Figure 1. Clock wires, drivers and flops.
The bar under the picture is 20 um long.
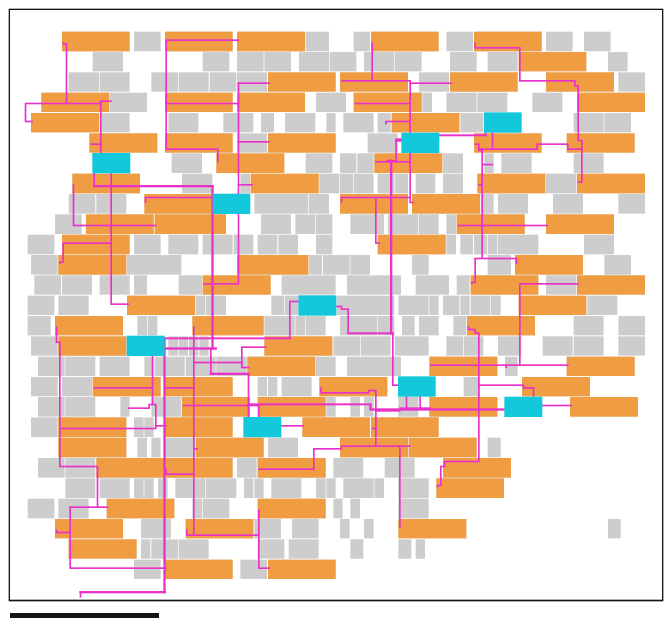
Figure 2. Pin map.
Pins as bars across the die edge, other pins in grey.
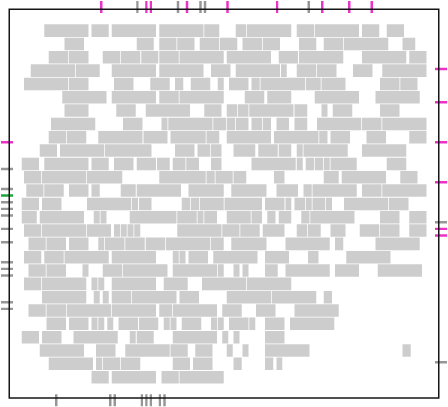
File: src/rtl/spi_pkg.sv
// Shared SPI definitions for the spi_master / spi_slave pair.
// Fixed mode 0: sclk idles low, data is sampled on the rising edge.
package spi_pkg;
  typedef enum logic {SLV_IDLE, SLV_SHIFT} spi_slv_state_t;

  localparam logic SPI_CPOL = 1'b0;
  localparam logic SPI_CPHA = 1'b0;
endpackage

File: src/rtl/spi_sync.sv
// Multi-flop synchroniser for asynchronous SPI pins, with a selectable reset level.
module spi_sync #(
  parameter int   WIDTH     = 1,
  parameter int   STAGES    = 2,
  parameter logic RESET_VAL = 1'b0
) (
  input  logic             clk,
  input  logic             rst_n,
  input  logic             en_i,
  input  logic [WIDTH-1:0] d_i,
  output logic [WIDTH-1:0] q_o
);
  logic [STAGES-1:0][WIDTH-1:0] sync_q;

  always_ff @(posedge clk or negedge rst_n) begin
    if (!rst_n)    sync_q <= {(STAGES*WIDTH){RESET_VAL}};
    else if (en_i) sync_q <= {sync_q[STAGES-2:0], d_i};
  end

  assign q_o = sync_q[STAGES-1];
endmodule

File: src/rtl/spi_slave.sv
// Mode-0 SPI slave oversampled in the clk domain: RX word to a parallel bus,
// TX words from a one-entry holding buffer, back-to-back words while cs_n stays low.
module spi_slave
  import spi_pkg::*;
#(
  parameter int DATA_WIDTH   = 16,
  parameter int SIZE_BUS_SPI = 1,
  parameter int SYNC_STAGES  = 2
) (
  input  logic                    clk,
  input  logic                    rst_n,
  input  logic                    clk_en,
  input  logic                    spi_sclk,
  input  logic                    spi_cs_n,
  input  logic [SIZE_BUS_SPI-1:0] spi_mosi,
  output logic [SIZE_BUS_SPI-1:0] spi_miso,
  output logic                    spi_miso_oe,
  input  logic [DATA_WIDTH-1:0]   tx_data,
  input  logic                    tx_valid,
  output logic                    tx_ready,
  output logic [DATA_WIDTH-1:0]   rx_data,
  output logic                    rx_valid,
  output logic                    underrun
);
  localparam int L     = SIZE_BUS_SPI;
  localparam int BEATS = DATA_WIDTH / SIZE_BUS_SPI;
  localparam int CW    = (BEATS > 1) ? $clog2(BEATS) : 1;

  logic         sclk_s, csn_s;
  logic [L-1:0] mosi_s;

  spi_sync #(.WIDTH(1), .STAGES(SYNC_STAGES), .RESET_VAL(SPI_CPOL)) u_sync_sclk (
    .clk(clk), .rst_n(rst_n), .en_i(clk_en), .d_i(spi_sclk), .q_o(sclk_s));
  spi_sync #(.WIDTH(1), .STAGES(SYNC_STAGES), .RESET_VAL(1'b1)) u_sync_csn (
    .clk(clk), .rst_n(rst_n), .en_i(clk_en), .d_i(spi_cs_n), .q_o(csn_s));
  spi_sync #(.WIDTH(L), .STAGES(SYNC_STAGES), .RESET_VAL(1'b0)) u_sync_mosi (
    .clk(clk), .rst_n(rst_n), .en_i(clk_en), .d_i(spi_mosi), .q_o(mosi_s));

  logic sclk_q, csn_q;
  logic rise, fall, cs_fall, cs_rise;

  spi_slv_state_t  state_q, state_d;
  logic [CW-1:0]   beat_q, beat_d;
  logic [DATA_WIDTH-1:0] tx_sr_q, tx_sr_d, rx_sr_q, rx_sr_d;
  logic [DATA_WIDTH-1:0] rx_data_q, rx_data_d, buf_q, buf_d;
  logic rx_valid_q, rx_valid_d, underrun_q, underrun_d;
  logic done_q, done_d, skip_q, skip_d, full_q, full_d;
  logic load, wr;

  assign rise    =  sclk_s & ~sclk_q;
  assign fall    = ~sclk_s &  sclk_q;
  assign cs_fall = ~csn_s  &  csn_q;
  assign cs_rise =  csn_s  & ~csn_q;
  assign wr      = tx_valid & ~full_q;

  always_comb begin
    state_d    = state_q;
    beat_d     = beat_q;
    tx_sr_d    = tx_sr_q;
    rx_sr_d    = rx_sr_q;
    rx_data_d  = rx_data_q;
    buf_d      = buf_q;
    skip_d     = skip_q;
    rx_valid_d = 1'b0;
    underrun_d = 1'b0;
    done_d     = 1'b0;
    load       = 1'b0;

    case (state_q)
      SLV_IDLE: begin
        if (cs_fall) begin
          state_d = SLV_SHIFT;
          beat_d  = '0;
          skip_d  = 1'b0;
          load    = 1'b1;
        end
      end
      default: begin
        if (cs_rise) begin
          state_d = SLV_IDLE;
          beat_d  = '0;
          skip_d  = 1'b0;
        end else begin
          if (rise) begin
            rx_sr_d = (rx_sr_q << L) | DATA_WIDTH'(mosi_s);
            if (beat_q == CW'(BEATS - 1)) begin
              beat_d = '0;
              done_d = 1'b1;
            end else begin
              beat_d = beat_q + CW'(1);
            end
          end
          // The fall right after a reload must not shift away the new MSB group.
          if (fall) begin
            if (skip_q) skip_d  = 1'b0;
            else        tx_sr_d = tx_sr_q << L;
          end
          if (done_q) begin
            load   = 1'b1;
            skip_d = 1'b1;
          end
        end
      end
    endcase

    if (done_q) begin
      rx_data_d  = rx_sr_q;
      rx_valid_d = 1'b1;
    end

    if (load) begin
      tx_sr_d    = full_q ? buf_q : '0;
      underrun_d = ~full_q;
    end

    // A write can only land while empty, so it never collides with the loaded word.
    full_d = wr | (full_q & ~load);
    if (wr) buf_d = tx_data;
  end

  always_ff @(posedge clk or negedge rst_n) begin
    if (!rst_n) begin
      sclk_q     <= SPI_CPOL;
      csn_q      <= 1'b1;
      state_q    <= SLV_IDLE;
      beat_q     <= '0;
      tx_sr_q    <= '0;
      rx_sr_q    <= '0;
      rx_data_q  <= '0;
      buf_q      <= '0;
      rx_valid_q <= 1'b0;
      underrun_q <= 1'b0;
      done_q     <= 1'b0;
      skip_q     <= 1'b0;
      full_q     <= 1'b0;
    end else if (clk_en) begin
      sclk_q     <= sclk_s;
      csn_q      <= csn_s;
      state_q    <= state_d;
      beat_q     <= beat_d;
      tx_sr_q    <= tx_sr_d;
      rx_sr_q    <= rx_sr_d;
      rx_data_q  <= rx_data_d;
      buf_q      <= buf_d;
      rx_valid_q <= rx_valid_d;
      underrun_q <= underrun_d;
      done_q     <= done_d;
      skip_q     <= skip_d;
      full_q     <= full_d;
    end
  end

  assign spi_miso_oe = (state_q == SLV_SHIFT);
  assign spi_miso    = spi_miso_oe ? tx_sr_q[DATA_WIDTH-1 -: L] : '0;
  assign tx_ready    = ~full_q;
  assign rx_data     = rx_data_q;
  assign rx_valid    = rx_valid_q;
  assign underrun    = underrun_q;
endmodule

File: config.mk
export PLATFORM = sky130hd
export DESIGN_NAME = spi_slave
export DESIGN_NICKNAME = d
export VERILOG_FILES = /design/src/rtl/spi_pkg.sv /design/src/rtl/spi_sync.sv /design/src/rtl/spi_slave.sv
export SDC_FILE = /design/constraint.sdc
export NUM_CORES = 1
export LEC_CHECK = 0
export ABC_CLOCK_PERIOD_IN_PS = 2000
export CORE_ASPECT_RATIO = 0.9
export CORE_MARGIN = 2
export CORE_UTILIZATION = 55
export DETAILED_ROUTE_END_ITERATION = 7
export PLACE_DENSITY = 0.8
export RECOVER_POWER = 25
export SYNTH_ARGS = -nofsm -noshare
export SYNTH_HDL_FRONTEND = slang
export SYNTH_SLANG_ARGS = --single-unit
File: constraint.sdc
create_clock -name clk -period 2 [get_ports clk]
set_clock_uncertainty 0.05 [all_clocks]
set_input_delay 0.5 -clock clk [delete_from_list [all_inputs] [get_ports clk]]
set_output_delay 0.5 -clock clk [all_outputs]
set_load 0.02 [all_outputs]
==> CHANGELOG.md <==
### Changed

* Run status: finished, final reports clean
* DR WL met3 at 206 um
* Post-synth top cells: dfrtp_1, mux2_2, nand2_1
* Final hold vios at 0
* Clk_buf instances at 12
* Slowest cell delay on critical path at 610 ps
* Worst vdd ir at 0.000671 V
* Syn nets at 276
* Clock Tree Buf Depth at 2
* Met2 usage in global routing at 30.3%
* Storage element area at about 2100 um^2
* RSZ-0062 raised after global routing: no
* Flip-flops at about 82
* Hold Buf Count CTS at 0
* Flip-flops with a built-in enable at 0
* Setup crit start kind: register
* Power Density at 1040 nW/um^2
* Cts bufs inserted at 9
* Top Consumer: sequential cells
* R2R setup slack at 270 ps
* Comb pwr at 1.05 mW
* Flop share of the area at 48.6%
* Tot Pwr at ~4.4 mW
* CTS H-tree lvls at 3
* Gate Area at 1270 um^2
* Invs w/o clock at 7
* Clk root buf: clkbuf_8
* Simple share at 8.48%
* Fillers at 438
* DRC Markers at 0
* Top Usage Layer GRT: met2
* Adder share at 0.364%
* MaxCap Viol Count at 0
* Yosys stat area at 3440 um^2
* Setup-failing EPs final at 0
* Share of layout cells above drive strength 1 at 33.8%
* CTS resizes at 3
* Logic Gate Count at 150
* Post-Place Cell Area at around 4100 um^2
* Nets at approximately 340
* N_diodes at 0
* Tmin final at 1890 ps
* Fmax at between 500 and 600 MHz
* Top cells by area: dfrtp_1, mux2_2, nand2_1, o221a_1, dfstp_2
* Cells after DPL at ~370
* Vias in the first global route at 2142
* Combinational Power Share at 23.8%
* Compound Share, Synth at 9.57%
* Pre-CTS setup slack at -143 ps
* Critical setup path kind: reg2out
* Worst-margin pin slew at about 840 ps
* Overflow after GRT at 0
* Logic share of the area at 30.1%
* Final Max Slew Viols at 0
* Tool warning count at 26
* Slew margin rel. at 44.0%
* Synth flops at just over 80
* CP required at 1450 ps
* Largest area contributor in the netlist: dfrtp_1
* Leading cell kind: flip-flops and latches
* Floorplan core density at 56.5%
About Figure 1:
legend:
  orange:
    item: flip-flops
    count: 82
  cyan:
    item: clock drivers
    count: 9
  magenta:
    item: clock wires
    length: 912 um
routed clock nets: 10
share of total power in the clock network: 23.0%
clock group total power: 1.02 mW
Latency at later pin: 340 ps

About Figure 2:
legend:
  magenta:
    port: rx_data
    pins: 16
    direction: output
    edge: 9 top, 6 right, 1 left
  green:
    port: tx_valid
    pins: 1
    direction: input
    edge: left
all pins by edge: 14 top, 14 left, 8 bottom, 8 right
DIE WIDTH: 87.3 um
Port-buffer cells: 43
height of the die: 79.0 um

-- final timing paths --
check                                              from                       to  depth (start not counted)
max in group asynchronous                         rst_n   rx_data[6]$_DFFE_PN0P_                          2
worst min-delay path                              rst_n  rx_data[15]$_DFFE_PN0P_                          1
min in group clk                rx_sr_q[15]$_DFFE_PN0P_  rx_data[15]$_DFFE_PN0P_                          1
worst max register to register        csn_q$_DFFE_PN1P_    beat_q[1]$_DFFE_PN0P_                          4
worst max-delay path               underrun$_DFFE_PN0P_                 underrun                          1
worst min register to register  rx_sr_q[15]$_DFFE_PN0P_  rx_data[15]$_DFFE_PN0P_                          1
-- sequential cells by signal, summed over array words and instances (netlist names), 4 cells and up --
register / flops
beat_q: 4
buf_q: 16
rx_data: 16
rx_sr_q: 16
tx_sr_q: 16
No activity file was given, so power comes from the tool's default toggle rates.
